Design alu_issue_stage, sky130hd; sources not shown.
==> images/sizes.png <==
Scale bar: 50 um.
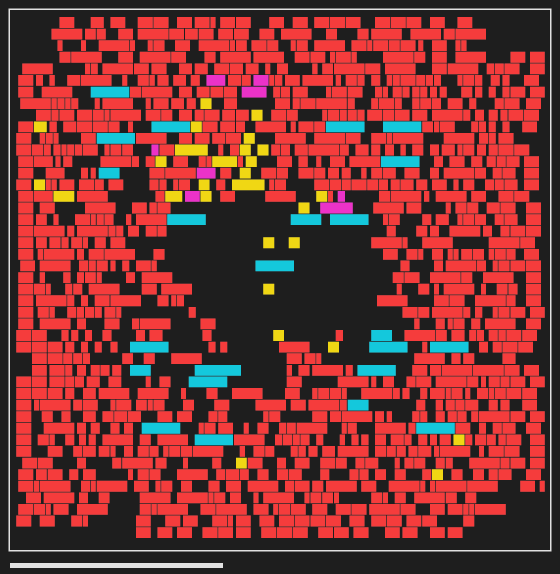
_2 cells -> magenta  # cells 8
_3 and _4 cells -> yellow  # cells 28
_6 and larger -> cyan  # cells 23
_0 and _1 cells -> red  # cells 976
post-route cell area: 9750 um2
Non-CTS buffers: 297

==> images/detail.png <==
Scale bar: 10 um. Window x 43 to 83, y 18 to 58 um. Cells in grey, sequential cells in the stronger grey; small squares are vias.
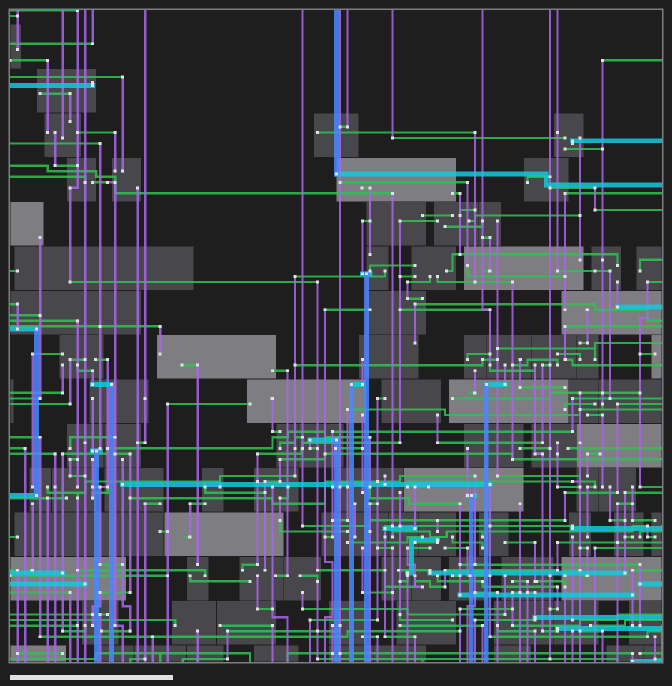
metal 4 -> blue
metal 3 -> cyan
metal 2 -> purple
metal 1 -> green
sequential cells in the window = 11
most frequent = dfxtp_1 (11), clkdlybuf4s50_1 (11)
cells with their middle in the window = 75

==> flow_summary.json <==
{
  "run_status": "finished, final reports clean",
  "synth_top_area_share_pct": 36.5,
  "relSlewSlack_pct": 31.6,
  "sh_seq_area_pct": 24.4,
  "top_area_cell": "dfxtp_1",
  "hpwl_mm": 17.0,
  "ys_sh_mux_pct": 0,
  "mappedNetlistArea_um2": 6530,
  "common_cells": "dfxtp_1 (119), nor2_1 (117), a22oi_1 (114)",
  "die-area_um2": 16100,
  "ys_top_logic_family": "AND-OR/OR-AND gates",
  "p_int_w": 0.00213,
  "ys_async_sr_fraction_pct": 0,
  "hold_depth": 2,
  "critPathMaxStageDelay_ns": 0.61,
  "pre_cts_ws_ns": 0.978,
  "synth_warnings": 0,
  "buf_share_pct": 30.0,
  "holdWs_ns": 0.413,
  "synth-xor-area-share_pct": 2.80,
  "tightestPinTransition_ns": 1.03,
  "grt.met2_usage_pct": 52.4,
  "num-multi-input-gates": 588,
  "synth_top_cell_by_count": "dfxtp_1",
  "maxCapViolations": 0,
  "use_met1_pct": 40.1,
  "initCoreUtil_pct": 43.0,
  "swShare_pct": 24.9,
  "nClkBuffers": 23,
  "path_buffers": 2,
  "setup_viol": 0,
  "ios": 310,
  "final_cells": 1223,
  "cp_cell_sequence": "nor4_2, o21a_1, buf_4, o31ai_1, a31oi_1, clkdlybuf4s50_1",
  "initialDrtViolationCount": 770,
  "min_period_over_period_pct": 83.7,
  "diodes": 0,
  "maxUsedRoutingLayer": "met4",
  "synth_flops": 119,
  "logic_area_um2": 3650,
  "slew_viol_final": 0,
  "taps": 188,
  "fillerInstances": 1304,
  "edf_count": 0,
  "slowest_stage": "o21a_1",
  "rsz0062_at_grt": "no",
  "grt_overflow": 0,
  "core_area_um2": 15200,
  "place_congestion": 0.917,
  "p_switching_w": 0.000708,
  "p_leak_nw": 3.18,
  "worst-path-max-fanout": 19,
  "p_clk_w": 0.00126,
  "lay_top_count": "clkdlybuf4s50_1",
  "clockBufferDepth": 2,
  "power.group.top": "the clock network",
  "mostFrequentLayoutCells": "clkdlybuf4s50_1 (275), dfxtp_1 (118), nor2_1 (117), a22oi_1 (114), a31oi_1 (64)",
  "finalWorstSetupSlack_ns": 0.732,
  "routed_wl_mm": 25.9,
  "pwr-share-clk_pct": 44.5,
  "total_power_w": 0.00284,
  "grt.busiest_layer": "met2",
  "wl_met3_mm": 2.62,
  "cts_root_buffer": "clkbuf_16",
  "wl_per_cell_um": 21.1,
  "drive_gt1_share_pct": 5.70,
  "hold_violations": 0,
  "inverters_excl_clock": 4,
  "clk_pin_slew_ns": 0.06,
  "port_buffers": 276,
  "warnings": 60,
  "synth-adder-area-share_pct": 0.575,
  "min_period_ns": 3.77,
  "aoi_share_pct": 31.7,
  "crit_family": "AND-OR/OR-AND gates",
  "fin_setup_tns_ns": 0,
  "finalNetCount": 1264,
  "cts_buffers": 17
}
Power is estimated from default activity; no workload was simulated.
